File: src/rtl/stopwatch_core_if.sv
// rtl/stopwatch_core_if.sv - control/display signal bundle for stopwatch_core (lap input with STOPWATCH_LAP_HOLD_EN)
interface stopwatch_core_if;
    logic        clk1kHz;
    logic        start_stop;
    logic        clear;
`ifdef STOPWATCH_LAP_HOLD_EN
    logic        lap;
`endif
    logic [19:0] bcd_time;
    logic        running;
    logic        overflow;

`ifdef STOPWATCH_LAP_HOLD_EN
    modport master (output clk1kHz, start_stop, clear, lap,
                    input  bcd_time, running, overflow);
    modport slave  (input  clk1kHz, start_stop, clear, lap,
                    output bcd_time, running, overflow);
`else
    modport master (output clk1kHz, start_stop, clear,
                    input  bcd_time, running, overflow);
    modport slave  (input  clk1kHz, start_stop, clear,
                    output bcd_time, running, overflow);
`endif
endinterface

File: src/rtl/stopwatch_core.sv
// rtl/stopwatch_core.sv - BCD M:SS.hh stopwatch driven by a synchronised 1 kHz tick
// Optional display lap-hold enabled by defining STOPWATCH_LAP_HOLD_EN.
module stopwatch_core #(
    parameter int unsigned TICK_DIV    = 10,
    parameter int unsigned SYNC_STAGES = 2
) (
    input  logic              clk50MHz,
    input  logic              reset_n,
    stopwatch_core_if.slave   sw
);

    typedef enum logic [1:0] {
        IDLE  = 2'd0,
        RUN   = 2'd1,
        PAUSE = 2'd2
    } state_e;

    localparam logic [3:0]  PRESC_MAX = 4'(TICK_DIV - 1);
    localparam logic [19:0] WRAP_TIME = 20'h95999;

    logic [SYNC_STAGES-1:0] sync_q;
    logic                   hist_q;
    logic                   tick_q;

    state_e      state_q, state_d;
    logic [3:0]  presc_q, presc_d;
    logic [19:0] cnt_q, cnt_d;
    logic        running_q;
    logic        overflow_q, overflow_d;

    function automatic logic [19:0] bcd_inc(input logic [19:0] v);
        logic [19:0] r;
        r = v;
        if (v[3:0] != 4'd9) begin
            r[3:0] = v[3:0] + 4'd1;
        end else begin
            r[3:0] = 4'd0;
            if (v[7:4] != 4'd9) begin
                r[7:4] = v[7:4] + 4'd1;
            end else begin
                r[7:4] = 4'd0;
                if (v[11:8] != 4'd9) begin
                    r[11:8] = v[11:8] + 4'd1;
                end else begin
                    r[11:8] = 4'd0;
                    if (v[15:12] != 4'd5) begin
                        r[15:12] = v[15:12] + 4'd1;
                    end else begin
                        r[15:12] = 4'd0;
                        r[19:16] = (v[19:16] != 4'd9) ? v[19:16] + 4'd1 : 4'd0;
                    end
                end
            end
        end
        return r;
    endfunction

    // clk1kHz is data here: synchronise, then register the rising-edge detect
    always_ff @(posedge clk50MHz) begin
        if (!reset_n) begin
            sync_q <= '0;
            hist_q <= 1'b0;
            tick_q <= 1'b0;
        end else begin
            sync_q <= {sync_q[SYNC_STAGES-2:0], sw.clk1kHz};
            hist_q <= sync_q[SYNC_STAGES-1];
            tick_q <= sync_q[SYNC_STAGES-1] & ~hist_q;
        end
    end

    always_comb begin
        state_d = state_q;
        case (state_q)
            IDLE:    if (sw.start_stop) state_d = RUN;
            RUN:     if (sw.start_stop) state_d = PAUSE;
            PAUSE:   if (sw.start_stop) state_d = RUN;
            default: state_d = IDLE;
        endcase
        if (sw.clear) state_d = IDLE;
    end

    // a tick coinciding with start_stop in RUN still counts before pausing
    always_comb begin
        cnt_d      = cnt_q;
        presc_d    = presc_q;
        overflow_d = 1'b0;
        if (sw.clear) begin
            cnt_d   = '0;
            presc_d = '0;
        end else if (state_q == RUN && tick_q) begin
            if (presc_q == PRESC_MAX) begin
                presc_d    = '0;
                cnt_d      = bcd_inc(cnt_q);
                overflow_d = (cnt_q == WRAP_TIME);
            end else begin
                presc_d = presc_q + 4'd1;
            end
        end
    end

    always_ff @(posedge clk50MHz) begin
        if (!reset_n) begin
            state_q    <= IDLE;
            presc_q    <= '0;
            cnt_q      <= '0;
            running_q  <= 1'b0;
            overflow_q <= 1'b0;
        end else begin
            state_q    <= state_d;
            presc_q    <= presc_d;
            cnt_q      <= cnt_d;
            running_q  <= (state_d == RUN);
            overflow_q <= overflow_d;
        end
    end

`ifdef STOPWATCH_LAP_HOLD_EN
    logic        hold_q, hold_d;
    logic [19:0] disp_q, disp_d;

    always_comb begin
        hold_d = hold_q;
        disp_d = disp_q;
        if (sw.clear) begin
            hold_d = 1'b0;
            disp_d = '0;
        end else if (state_q == RUN && sw.start_stop) begin
            hold_d = 1'b0;
        end else if (sw.lap) begin
            if (hold_q) begin
                hold_d = 1'b0;
            end else if (state_q == RUN) begin
                hold_d = 1'b1;
                disp_d = cnt_q;
            end
        end
    end

    always_ff @(posedge clk50MHz) begin
        if (!reset_n) begin
            hold_q <= 1'b0;
            disp_q <= '0;
        end else begin
            hold_q <= hold_d;
            disp_q <= disp_d;
        end
    end

    assign sw.bcd_time = hold_q ? disp_q : cnt_q;
`else
    assign sw.bcd_time = cnt_q;
`endif

    assign sw.running  = running_q;
    assign sw.overflow = overflow_q;

endmodule

File: src/flat_wrapper.sv
// flat-port wrapper written by rule: the top's interface ports become plain ports
module stopwatch_core_flat 
#(
    parameter int unsigned TICK_DIV    = 10,
    parameter int unsigned SYNC_STAGES = 2
)
  (clk50MHz, reset_n, sw_clk1kHz, sw_start_stop, sw_clear, sw_bcd_time, sw_running, sw_overflow);
  stopwatch_core_if sw_i ();
  input  logic clk50MHz;
  input  logic reset_n;
  input wire logic [$bits(sw_i.clk1kHz)-1:0] sw_clk1kHz;
  input wire logic [$bits(sw_i.start_stop)-1:0] sw_start_stop;
  input wire logic [$bits(sw_i.clear)-1:0] sw_clear;
  output wire logic [$bits(sw_i.bcd_time)-1:0] sw_bcd_time;
  output wire logic [$bits(sw_i.running)-1:0] sw_running;
  output wire logic [$bits(sw_i.overflow)-1:0] sw_overflow;
  assign sw_i.clk1kHz = sw_clk1kHz;
  assign sw_i.start_stop = sw_start_stop;
  assign sw_i.clear = sw_clear;
  assign sw_bcd_time = sw_i.bcd_time;
  assign sw_running = sw_i.running;
  assign sw_overflow = sw_i.overflow;
  stopwatch_core #(.TICK_DIV(TICK_DIV), .SYNC_STAGES(SYNC_STAGES)) u_core (.clk50MHz(clk50MHz), .reset_n(reset_n), .sw(sw_i));
endmodule
File: config.mk
export PLATFORM = sky130hd
export DESIGN_NAME = stopwatch_core_flat
export DESIGN_NICKNAME = d
export VERILOG_FILES = /design/src/rtl/stopwatch_core_if.sv /design/src/rtl/stopwatch_core.sv /design/src/flat_wrapper.sv
export SDC_FILE = /design/constraint.sdc
export NUM_CORES = 1
export LEC_CHECK = 0
export ABC_AREA = 1
export CORE_MARGIN = 2
export CORE_UTILIZATION = 45
export CTS_BUF_LIST = sky130_fd_sc_hd__clkbuf_8 sky130_fd_sc_hd__clkbuf_16
export CTS_CLUSTER_DIAMETER = 60
export DETAILED_ROUTE_END_ITERATION = 10
export HOLD_SLACK_MARGIN = 0.1
export PLACE_DENSITY = 0.76
export SLEW_MARGIN = 0
export SYNTH_ARGS = -nofsm -noshare
export SYNTH_HDL_FRONTEND = slang
export SYNTH_SLANG_ARGS = --single-unit
File: constraint.sdc
create_clock -name clk50MHz -period 3.4 [get_ports clk50MHz]
set_input_delay 0.51 -clock clk50MHz [delete_from_list [all_inputs] [get_ports clk50MHz]]
set_output_delay 0.51 -clock clk50MHz [all_outputs]
set_load 0.05 [all_outputs]
==> run_1/power_grid.png <==
The bar under the picture is 20 um long. Pins as bars on the die edge. Tap cells in gray.
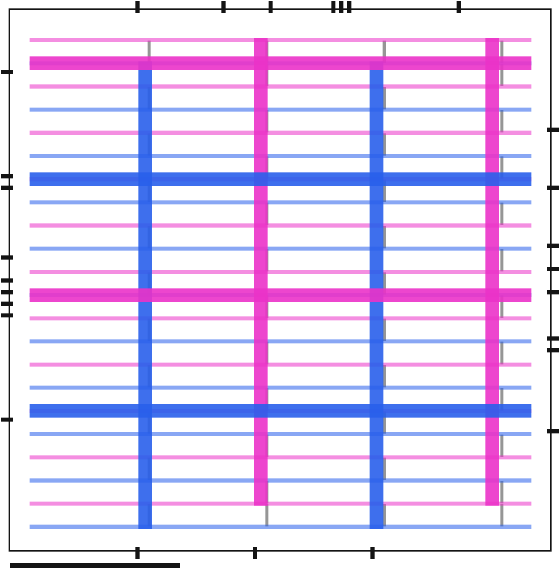
Blue shows VSS. Magenta shows VDD.
4 straps on met4. The core has 21 rows. 22 met1 rails follow the rows.

==> run_1/placement.png <==
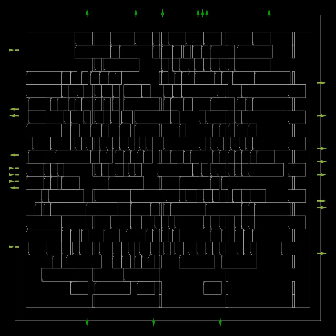
core outline area: 3360 um2
number of sequential storage elements: 32

==> run_1/placement_by_type.png <==
Fill, decap, tap and diode cells in gray.
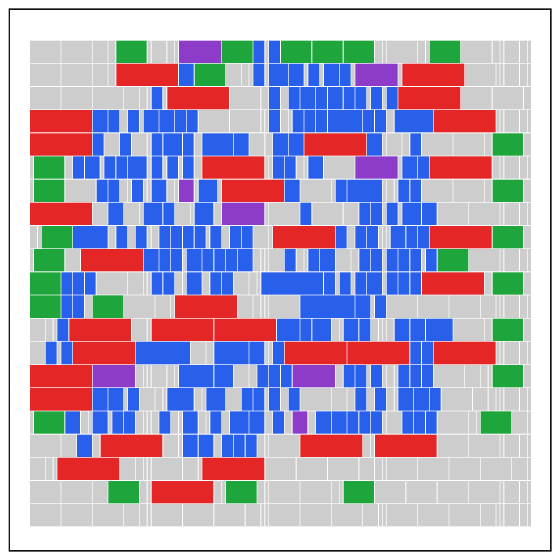
Purple shows clock drivers and dummy loads, cells 8. Red shows flops, cells 32. Green shows other buffers and delay cells, cells 26. Blue shows combinational and other logic, cells 198.

==> run_1/metal_density.png <==
The die is cut into 13 by 13 equal tiles; dark blue is low, red is high, scaled to the fullest tile. Values are wire area over tile area, all layers added.
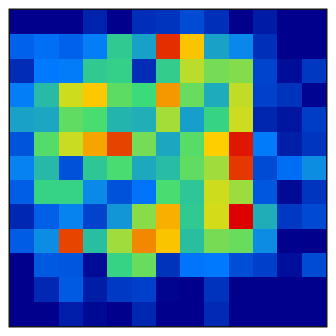
The densest ninth of the die: middle. The fullest tile reaches 0.39. The mean over all tiles is 0.12. 24% of the tiles are over half the peak. The emptiest ninth of the die: bottom right. 18% of the tiles are nearly empty.
total wirelength of the detailed-routed design: 2920 um
vias: 1,441
gr usage total: 0.161
routed length per placed instance: 9.42 um

==> results.txt, run 1 <==
This memo summarizes the results of the implementation run.

Final layout
The antenna diode count is 0. Once layout is complete, the cells apart from fillers number 310. Compared with the post-synthesis result, the final layout area differs by 25.2%. The final layout contains 268 nets.

The layout summary lists the proportion of cells stronger than drive strength 1 as 0.110. The flip-flop count of the largest register after layout is 20.

Timing
The minimum period implied by the final worst setup slack is 2.10 ns. The clock arrives with 0.00427 ns of skew. The slew at the pin closest to its max-slew limit is 0.498 ns.

The highest achievable clock rate is 477 MHz. Adding up every negative setup slack in the final design gives 0 ns. The final clock period utilization by the worst path is 0.617.

Headroom to the max-slew limit came out at 0.667. The end-of-flow timing check tallies setup violations at 0. The max-slew violation count is 0. Setup repair after global routing left no endpoint under its margin.

Routing
In the routed design, unresolved DRC markers number 0. The count of routing violations after the opening detailed-route iteration is 64. Per the detail_route report, vias per standard cell equal 4.65. In this run the remaining antenna-violating nets after routing total 0. The first TritonRoute pass finished after 4 iterations.

Setup path
The timing report gives the biggest stage delay along the critical path as 0.85 ns. The data arrival time reported for the critical path is 1.59 ns. The critical path is of the reg2out type. The category of the worst setup path launch point is a register.

The worst flop-to-flop path startpoint is u_core.sw.bcd_time[11]. For the worst reg-to-reg path, the endpoint reported by OpenROAD is u_core.sw.bcd_time[18]. The worst setup path is captured at a primary output.

According to the timing report, the data required time at the worst endpoint equals 2.89 ns. The cell type of the slowest stage on the worst timing path is sky130_fd_sc_hd__clkdlybuf4s50_1. The number of buffer and inverter stages on the critical path is 1. The number of cells traversed by the worst register-to-register path is 7. The report lists the cells along the critical path as clkdlybuf4s50_1. The report shows a maximum critical-path fanout of 8. The reg2reg setup slack is 2.00 ns.

Synth
The total of warnings raised by yosys is 0. The area of the mapped netlist is 1590 um2. Looking at area per cell type in the netlist, the leader is sky130_fd_sc_hd__dfxtp_1. The share of the Yosys chip area taken by registers is 0.404. The async set-reset flop share out of synthesis is 0.

The number of cells produced by synthesis is 232. The average instance in the mapped netlist occupies 6.84 um2. In this run, synthesis inferred 0 flip-flops with an integrated enable. Yosys reports that the most numerous cell types are 65 x sky130_fd_sc_hd__nand2_1, 33 x sky130_fd_sc_hd__inv_1, 32 x sky130_fd_sc_hd__dfxtp_1, 29 x sky130_fd_sc_hd__nor2_1, 17 x sky130_fd_sc_hd__a21oi_1. The most used flip-flop cell is sky130_fd_sc_hd__dfxtp_1.

The area share of the largest cell type after synthesis is 0.404. The synthesized netlist has a Yosys-reported chip area of 1590 um2. The number of register bits inferred by synthesis is 32.

The post-synth net total is 237. After synthesis, the cell types taking the most area are sky130_fd_sc_hd__dfxtp_1 40%, sky130_fd_sc_hd__nand2_1 15%, sky130_fd_sc_hd__inv_1 7.8%. After synthesis, the design contains 232 cells according to Yosys. Among all cell types in the netlist, the one instantiated most often is sky130_fd_sc_hd__nand2_1.

Power and ir drop
The ratio of total power to cell area is 354 nW/um2. The final power report lists total power as 704 uW. The leakage dissipation is 0.781 nW.

Placed design
The congestion estimate from routability-driven global placement came to 0.821. After legalization and detailed placement, the total HPWL measured 2180 um. After detailed placement, the design holds a cell count of 302. The count of buffers inserted at the top-level ports is 26.

Outcome
The run finished with clean final reports.

Min path
The worst hold path begins at u_core.hist_q. The tightest min-delay check is of the reg2reg type. The number of cells traversed by the worst hold path is 1. The hold path endpoint is u_core.tick_q.

Clock network
The number of H-tree branching levels is 2. The count of instances resized after the clock tree is built is 0. The clock-pin slew on the worst setup and hold paths is 0.07 ns.

The tree is rooted in a sky130_fd_sc_hd__clkbuf_8. In this run, CTS created clock tree buffers numbering 5. The number of buffers on the longest clock path is 2. As reported, the later end of the worst-skew pair has a clock insertion delay of 0.29 ns.

The clock tree from TritonCTS is built. The number of sinks handled by clock tree synthesis is 32. The number of setup buffers added after CTS is 0.

Run
The max-capacitance violation count is 0. The number of warnings in the stage logs is 26.

Floorplan
The floorplan step defined a die boundary enclosing 4020 um2. The initial core utilization is 0.472. The vertical die dimension reported for this design is 63.4 um. The floorplan report gives the top-level pin count as 27. The horizontal die dimension reported for this design is 63.4 um. The number of standard-cell rows in the floorplan is 21.

Global routing
The via count of the first global-routing pass was 1,246. The first global-routing pass estimated 5140 um of wire. Per the GRT congestion report, total overflow comes to 0. The number of antenna violations at the first check in global routing is 0.
-- run 1: kinds of logic (layout without fill, tap and decap cells) --
logic type	count (synthesis)	count (layout)	synth area share
DFF	32	32	0.404
and+or+nand+nor	128	128	0.391
buffers and inverters	39	71	0.0970
AOI/OAI and AO/OA	32	32	0.103
xor gates and xnor gates	1	1	0.00552
-- run 1: worst reg2reg max path: cells and delay by family, from the launching register on --
family | cells | cell delay (ns)
and+or+nand+nor | 5 | 0.77
DFF | 1 | 0.37
AOI/OAI and AO/OA | 1 | 0.05
buffers and inverters | 1 | 0.08
-- run 1: report_power, final --
part | leakage, nW | internal [mW] | total [mW] | switching (mW)
registers | 0.259 | 0.378 | 0.380 | 0.00183
logic | 0.471 | 0.00877 | 0.0229 | 0.0142
clock network | 0.0510 | 0.161 | 0.301 | 0.140
total | 0.781 | 0.548 | 0.704 | 0.156
-- run 1: metal layers --
layer  up-vias  global-route usage  wire length [um]
met1       619               0.200              1410
met5         -                   0                 0
met4         0              0.0761                57
met3         5              0.0536               170
li1        787                   -                 -
met2        30               0.250              1290
-- run 1: cells in the final DEF, fill, tap and decap left out, types with 2 or more instances in the layout --
cell type and count:
sky130_fd_sc_hd__inv_1 33, sky130_fd_sc_hd__nand3_4 2, sky130_fd_sc_hd__nand3_1 11, sky130_fd_sc_hd__nor2_2 4
sky130_fd_sc_hd__clkinv_2 2, sky130_fd_sc_hd__inv_2 3, sky130_fd_sc_hd__clkbuf_8 6, sky130_fd_sc_hd__nor3_1 2
sky130_fd_sc_hd__nand4_1 4, sky130_fd_sc_hd__nand2_2 3, sky130_fd_sc_hd__dfxtp_1 32, sky130_fd_sc_hd__nand2_4 2
sky130_fd_sc_hd__o21ai_0 14, sky130_fd_sc_hd__nor2_4 3, sky130_fd_sc_hd__nand2_1 65, sky130_fd_sc_hd__nor2_1 29
sky130_fd_sc_hd__clkdlybuf4s50_1 26, sky130_fd_sc_hd__a21oi_1 17
-- run 1: how the worst max path moves through the flow --
stage / start / endpoint / depth (start not counted)
global placement: reset_n / u_core.sw.bcd_time[17] / 7
floorplan: u_core.sw.bcd_time[11] / u_core.sw.bcd_time[18] / 7
CTS: u_core.sw.bcd_time[16] / sw_bcd_time[16] / 1
detailed placement: reset_n / u_core.sw.bcd_time[16] / 7
global route: u_core.sw.bcd_time[16] / sw_bcd_time[16] / 1
finish: u_core.sw.bcd_time[16] / sw_bcd_time[16] / 1
-- run 1: layout make-up --
cell class	instances	area [um2]	share of cell area
Sequential cell	32	641	0.322
Multi-Input combinational cell	161	792	0.399
Clock inverter	2	10.0	0.00504
Clock buffer	6	82.6	0.0416
Inverter	37	144	0.0724
Tap cell	46	57.6	0.0290
Timing Repair Buffer	26	260	0.131
-- run 1: through the flow --
step,hold slack [ns],setup WS (ns),utilization,cell area [um2]
floorplan,0.368,1.80,-,1590
global placement,0.371,1.29,0.563,1890
detailed placement,0.380,1.22,0.563,1890
CTS,0.389,1.30,0.591,1990
global route,0.414,1.24,0.591,1990
finish,0.385,1.30,0.591,1990
==> run_1/io_fan.png <==
The bar under the picture is 20 um long.
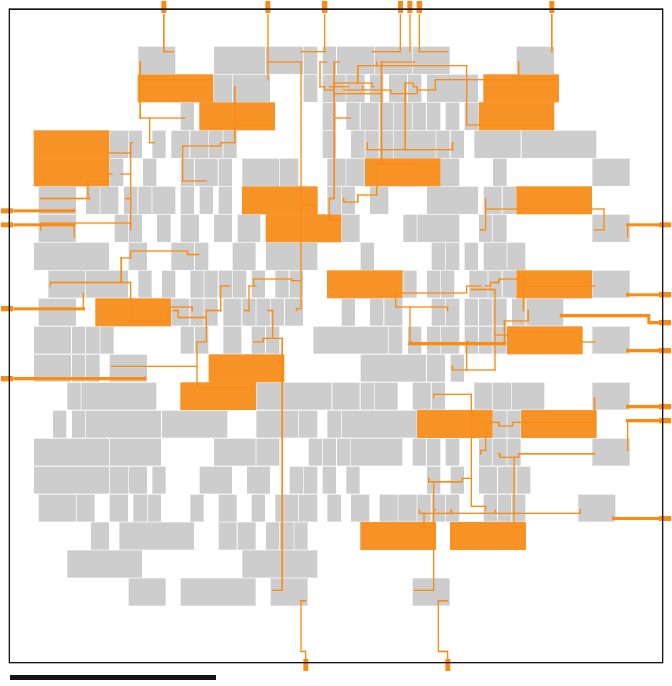

==> run 2, diff against run 1 <==
PLACE_DENSITY = 0.79   (was 0.76)
clock period = 1.9 ns   (was 3.4 ns; I/O delays follow)
==> run_2/io_fan.png <==
The bar under the picture is 20 um long.
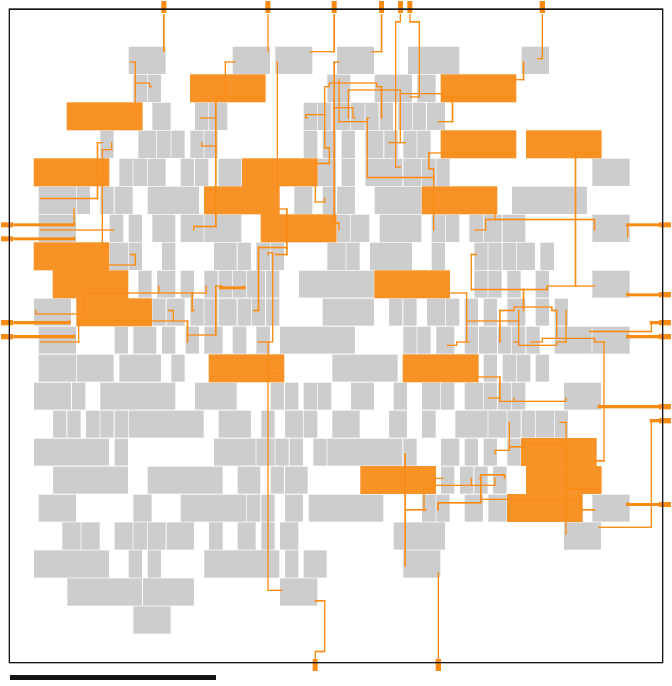
Orange shows sw_bcd_time, bits 20, direction output, edge 7 right, 7 top, 4 left, 2 bottom, end cells 20, buffers 20, wire 626 um.

==> run_2/placement_by_type.png <==
Fill, decap, tap and diode cells in gray.
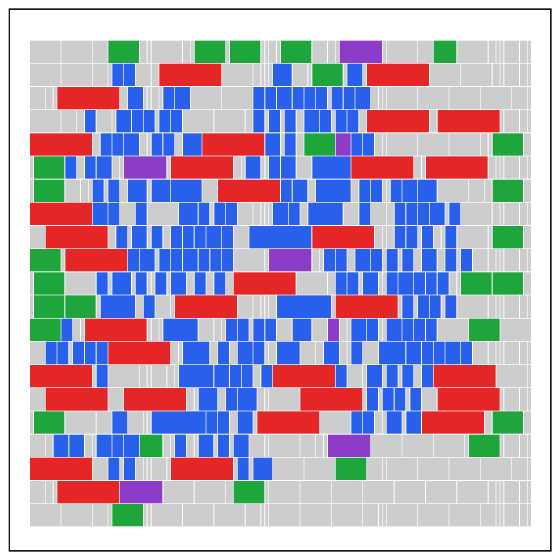
Red shows flops, cells 32. Blue shows combinational and other logic, cells 198. Green shows other buffers and delay cells, cells 27. Purple shows clock drivers and dummy loads, cells 7.

==> run_2/metal_density.png <==
The die is cut into 13 by 13 equal tiles; dark blue is low, red is high, scaled to the fullest tile. Values are wire area over tile area, all layers added.
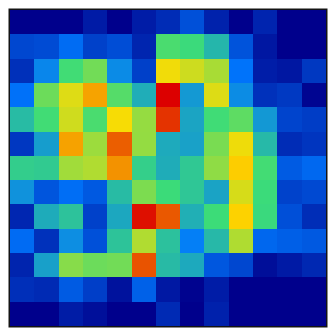
14% of the tiles are nearly empty. The fullest tile reaches 0.39. 26% of the tiles are over half the peak.

==> results.txt, run 2 <==
This memo summarizes the results of the implementation run.

Outcome
The run finished with clean final reports.

Routing
TritonRoute output was used to compute an average wire per cell of 9.64 um. After detailed routing, the number of vias per cell comes to 4.71. The detailed router finished its first iteration with 64 violations. Per the detail_route report, the via count comes to 1,461.

The count of nets left with antenna violations once routing finished came out at 0.

Global routing
The via count of the first global-routing pass was 1,286. The first global-routing pass estimated 5380 um of wire. Global routing finished with a remaining overflow of 0. In the global route stage, overall resource usage came out at 0.175. The number of antenna violations at the first check in global routing is 0.

Final layout
The final antenna diode tally reported by the flow is 0. The count of nets after finishing is 269. Among logic cells in the layout, the one with the most instances is sky130_fd_sc_hd__nand2_1. Per the cell usage report, the commonest logic cells after layout are 65 x sky130_fd_sc_hd__nand2_1, 34 x sky130_fd_sc_hd__inv_1, 32 x sky130_fd_sc_hd__dfxtp_1. Per the run report, area growth between synthesis and finish was 24.6%.

Power and ir drop
The ratio of total power to cell area is 606 nW/um2. The leakage dissipation is 0.782 nW.

Run
Warnings raised by the tools during the run amount to 26. The max-capacitance violation count is 0.

Synth
The total of warnings raised by yosys is 0. Yosys reports a chip area of 1590 um2. The top cell type by instance count after synthesis is sky130_fd_sc_hd__nand2_1. The synthesized netlist was found by Yosys to have 232 cells. The area of the mapped netlist is 1590 um2.

Counting flops with an async set or reset pin after synthesis yields a share of 0. The largest total area in the synthesized netlist belongs to sky130_fd_sc_hd__dfxtp_1. The average cell area after synthesis is 6.84 um2. By area the synthesized netlist is led by sky130_fd_sc_hd__dfxtp_1 40%, sky130_fd_sc_hd__nand2_1 15%, sky130_fd_sc_hd__inv_1 7.8%. The number of register bits inferred by synthesis is 32. The post-synth tally of flip-flops with integrated enable is 0.

For this run, the register share of the synthesized area comes to 0.404.

Clock network
The number of setup buffers added after CTS is 0. The number of buffers created by CTS is 5. The clock tree from TritonCTS is built.

For reference, the clock transition at the flip-flops on the worst setup and hold paths is 0.06 ns. Clock tree synthesis selected as its root buffer the cell sky130_fd_sc_hd__clkbuf_8. The insertion delay of the later-clocked pin in the worst-skew pair is 0.28 ns.

The number of sinks handled by clock tree synthesis is 32. In this run the number of H-tree levels came out at 2.

Setup path
STA classifies the critical path endpoint as a primary output. The type of the worst setup path is reg2out. The report shows a maximum critical-path fanout of 6. At the worst endpoint, the required time is 1.62 ns. Walking the worst path, the cells encountered are clkdlybuf4s50_1. The number of buffer and inverter stages on the critical path is 1.

Floorplan
The die span in x is 63.4 um. The region available for standard cell placement spans 3360 um2. The I/O pin count is 27. The die is 63.4 um tall.

After floorplanning, the core was divided into 21 placement rows. According to the floorplan report, the total die area is 4020 um2.

Placed design
The final weighted congestion in routability-driven placement is 0.771. During placement, the flow inserted port buffers numbering 26. The estimated wirelength of the detail-placed design is 2220 um.

Timing
The slew at the pin closest to its max-slew limit is 0.500 ns. The clock skew after layout is 0.00462 ns. Pins over their slew limit in the final report were tallied at 0. The headroom to the max-slew limit is 0.665. Final hold analysis gives a worst-case slack of 0.381 ns. In the finished design, the share of the clock period the worst path needs comes to 0.954.

Min path
Hold analysis shows the worst path with a depth of 1. The kind of path behind the tightest hold check is reg2reg.
-- run 2: cell families after synthesis --
kind of cell	Yosys count	share of synthesized area
and+or+nand+nor	128	0.391
DFF	32	0.404
xor gates and xnor gates	1	0.00552
buffers and inverters	39	0.0970
AOI/OAI and AO/OA	32	0.103
-- run 2: worst register-to-register path, cell delays in order (launching register included) --
cell and delay (ns):
sky130_fd_sc_hd__dfxtp_1 0.36, sky130_fd_sc_hd__inv_1 0.08, sky130_fd_sc_hd__nor2_1 0.11, sky130_fd_sc_hd__nand2_1 0.10, sky130_fd_sc_hd__nor2_1 0.29, sky130_fd_sc_hd__nand3_1 0.15, sky130_fd_sc_hd__nand2_1 0.08, sky130_fd_sc_hd__a21oi_1 0.06
-- run 2: final cells by class --
| type | count | area (um2) |
|---|---|---|
| fillers | 353 | 1390 |
| clock inverters | 2 | 8.76 |
| well taps | 46 | 57.6 |
| inverters | 37 | 144 |
| multi-input cells | 161 | 792 |
| clock buffers | 5 | 68.8 |
| flip-flops and latches | 32 | 641 |
| repair buffers | 27 | 265 |
-- run 2: stage by stage --
stage | instance area, um2 | cells | power, mW | utilization | setup slack, ns
2_1_floorplan | 1590 | 232 | 0.721 | - | 0.302
3_3_place_gp | 1900 | 303 | 0.737 | 0.565 | 0.338
3_5_place_dp | 1900 | 303 | 0.738 | 0.565 | 0.246
4_1_cts | 1980 | 310 | 1.22 | 0.588 | 0.0749
5_1_grt | 1980 | 310 | 1.25 | 0.588 | 0.0319
6_report | 1980 | 310 | 1.20 | 0.588 | 0.0880
-- run 2: worst paths after layout --
check	from	end	slack, ns
setup / recovery	u_core.sw.bcd_time[12]	sw_bcd_time[12]	0.09
hold / removal	u_core.hist_q	u_core.tick_q	0.38
setup reg to reg	u_core.sw.bcd_time[11]	u_core.sw.bcd_time[18]	0.53
hold reg to reg	u_core.hist_q	u_core.tick_q	0.38
-- run 2: where the power goes --
group	internal, mW	switching [mW]
clock	0.243	0.232
sequential	0.677	0.00323
combinational	0.0170	0.0260
total	0.937	0.262
-- run 2: metal layers --
| metal | wire [um] | share of wire | global-route usage |
|---|---|---|---|
| met1 | 1430 | 0.48 | 0.204 |
| met2 | 1340 | 0.45 | 0.271 |
| met3 | 158 | 0.053 | 0.0679 |
| met4 | 68 | 0.023 | 0.103 |
| met5 | 0 | 0 | 0 |
==> run_2/placement.png <==
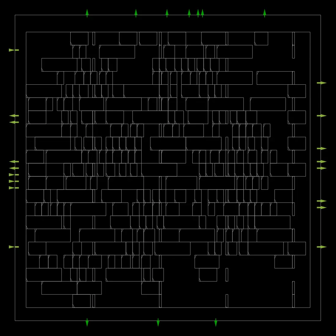

==> run 3, diff against run 2 <==
CORE_MARGIN = 3   (was 2)
==> run_3/placement.png <==
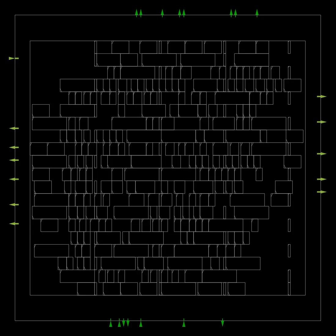
Final Non-Filler Cells: 310
sequential fraction of total cell area: 0.321
core utilization of the finished layout: 0.623
core outline area: 3200 um2
TAP cells: 44

==> run_3/metal_density.png <==
The die is cut into 13 by 13 equal tiles; dark blue is low, red is high, scaled to the fullest tile. Values are wire area over tile area, all layers added.
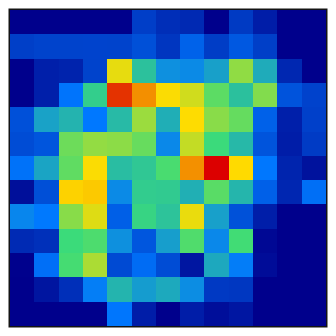
The emptiest ninth of the die: bottom right. 20% of the tiles are over half the peak. The fullest tile reaches 0.43.

==> results.txt, run 3 <==
This memo summarizes the results of the implementation run.

Placed design
Logged for this run, the post-placement worst setup slack is 0.335 ns. The count of buffers inserted at the top-level ports is 26. The estimated wirelength of the detail-placed design is 2320 um.

Synth
The number of cells reported by Yosys stat comes to 232. The async set-reset flop share out of synthesis is 0. The post-synthesis share of cell area spent on xor and xnor gates is 0.00552.

In this run, synthesis inferred 0 flip-flops with an integrated enable. In the post-synthesis netlist, the cell with the most instances is sky130_fd_sc_hd__nand2_1. Of the post-synthesis cell area, the dominant cell type holds 0.404. Synthesis produced a netlist with a net count of 237. The average cell area after synthesis is 6.84 um2. By area the synthesized netlist is led by sky130_fd_sc_hd__dfxtp_1 40%, sky130_fd_sc_hd__nand2_1 15%, sky130_fd_sc_hd__inv_1 7.8%. The area fraction in mux cells is 0.

Per the synthesis report, the simple-gate share of the synthesized area is 0.391. After technology mapping, the gate count stands at 232. The cell taking the most area after synthesis is sky130_fd_sc_hd__dfxtp_1. For this run, the number of Yosys warnings is 0.

Ranked by instance count, the synthesized netlist is headed by 65 x sky130_fd_sc_hd__nand2_1, 33 x sky130_fd_sc_hd__inv_1, 32 x sky130_fd_sc_hd__dfxtp_1, 29 x sky130_fd_sc_hd__nor2_1, 17 x sky130_fd_sc_hd__a21oi_1.

Run
The max-capacitance violation count is 0. The number of warnings in the stage logs is 26.

Timing
The clock skew after layout is 0.00623 ns. The slew at the pin closest to its max-slew limit is 0.505 ns. The number of setup violations in the final report is 0. The setup total negative slack is 0 ns.

Counting I/O delays and the setup requirement, the final critical path takes 1.83 ns. The final clock period utilization by the worst path is 0.962. The highest achievable clock rate is 547 MHz. Setup repair after global routing left no endpoint under its margin. The max-slew violation count is 0.

Floorplan
The die is 65.4 um wide. Pin placement for this block handled 27 I/O pins. The initial core utilization is 0.495. The total die size is 4270 um2. In this run the core area contains 20 standard-cell rows.

Final layout
Fill cells in the final layout number 324. By instance count after routing, the leading logic cell types are 65 x sky130_fd_sc_hd__nand2_1, 35 x sky130_fd_sc_hd__inv_1, 32 x sky130_fd_sc_hd__dfxtp_1. Per the final layout report, the fraction of cells sized above drive strength 1 comes to 0.113.

Global routing
The all-layer global routing usage is 0.171. The via count of the first global-routing pass is 1,372. Global routing finished with a remaining overflow of 0.

Outcome
The flow ran to the end, and the final reports show no timing, DRC or antenna violations.

Setup path
In this run the critical path is formed by clkdlybuf4s50_1. The type of the worst setup path is reg2out. The cell type of the slowest stage on the worst timing path is sky130_fd_sc_hd__clkdlybuf4s50_1.

The critical path endpoint has a required time of 1.62 ns. For this run, the slowest stage of the critical path takes 0.84 ns. The number of buffer and inverter stages on the critical path is 1.

Clock network
The clock reaches the later pin of the worst-skew pair after 0.28 ns. The number of setup buffers added after CTS is 0. The number of clock sinks came to 32. The number of buffers created by CTS is 5. On the reported timing paths, the clock transition at the registers reads 0.06 ns.

Power and ir drop
The ratio of total power to cell area is 623 nW/um2. The leakage power in the latest report is 0.795 nW.

Routing
The wire length reported by the detailed router is 3060 um. In the routed design, unresolved DRC markers number 0. The routed design shows a wire length per standard cell of 9.87 um. Per the post-route antenna check, the number of violating nets is 0. The count of routing violations after the opening detailed-route iteration is 90. Per the detail_route report, vias per standard cell equal 4.75.
==> run_3/power_grid.png <==
The bar under the picture is 20 um long. Pins as bars on the die edge. Tap cells in gray.
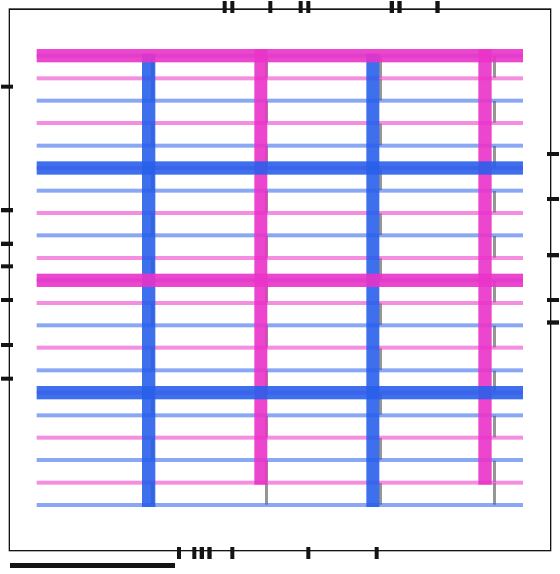
Blue shows VSS. Magenta shows VDD.
44 tap cells. The core has 20 rows. 27 signal pins sit on the boundary. 21 met1 rails follow the rows. 4 straps on met4.

run 3: final timing paths:
kind                          start                      to  slack, ns  cells after the start
min reg2reg           u_core.hist_q           u_core.tick_q       0.39                      1
max reg2reg  u_core.sw.bcd_time[11]  u_core.sw.bcd_time[19]       0.45                      7
max           u_core.sw.bcd_time[9]          sw_bcd_time[9]       0.07                      1
min                   u_core.hist_q           u_core.tick_q       0.39                      1
run 3: per-stage QoR:
step / cell area (um2) / utilization / power (mW) / hold slack [ns] / std cells
finish: 1990 / 0.623 / 1.24 / 0.386 / 310
global route: 1990 / 0.623 / 1.30 / 0.408 / 310
detailed placement: 1900 / 0.595 / 0.740 / 0.382 / 302
global placement: 1900 / 0.595 / 0.739 / 0.374 / 302
CTS: 1990 / 0.623 / 1.26 / 0.391 / 310
floorplan: 1590 / - / 0.721 / 0.368 / 232
run 3: report_power, final:
part           leakage, nW  internal (mW)  switching (mW)
logic                0.483         0.0183          0.0265
clock network       0.0538          0.284           0.233
registers            0.259          0.677         0.00318
total                0.795          0.979           0.262
run 3: cells by family after synthesis:
family / after synthesis
AND/OR/NAND/NOR: 128
buffers and inverters: 39
XOR/XNOR: 1
AND-OR/OR-AND: 32
flip-flops: 32
run 3: area by class of cell:
class / instances / share of cell area
multi-input cells: 161 / 0.397
flip-flops and latches: 32 / 0.321
repair buffers: 28 / 0.137
inverters: 37 / 0.0721
clock buffers: 6 / 0.0414
well taps: 44 / 0.0276
clock inverters: 2 / 0.00376
run 3: per-layer routing:
metal,vias to the layer above,global-route usage,part of all wire
li1,794,-,-
met1,645,0.209,0.49
met2,28,0.278,0.45
met3,7,0.0513,0.048
met4,0,0.0699,0.013
met5,-,0,0
Power and IR drop assume default switching activity.
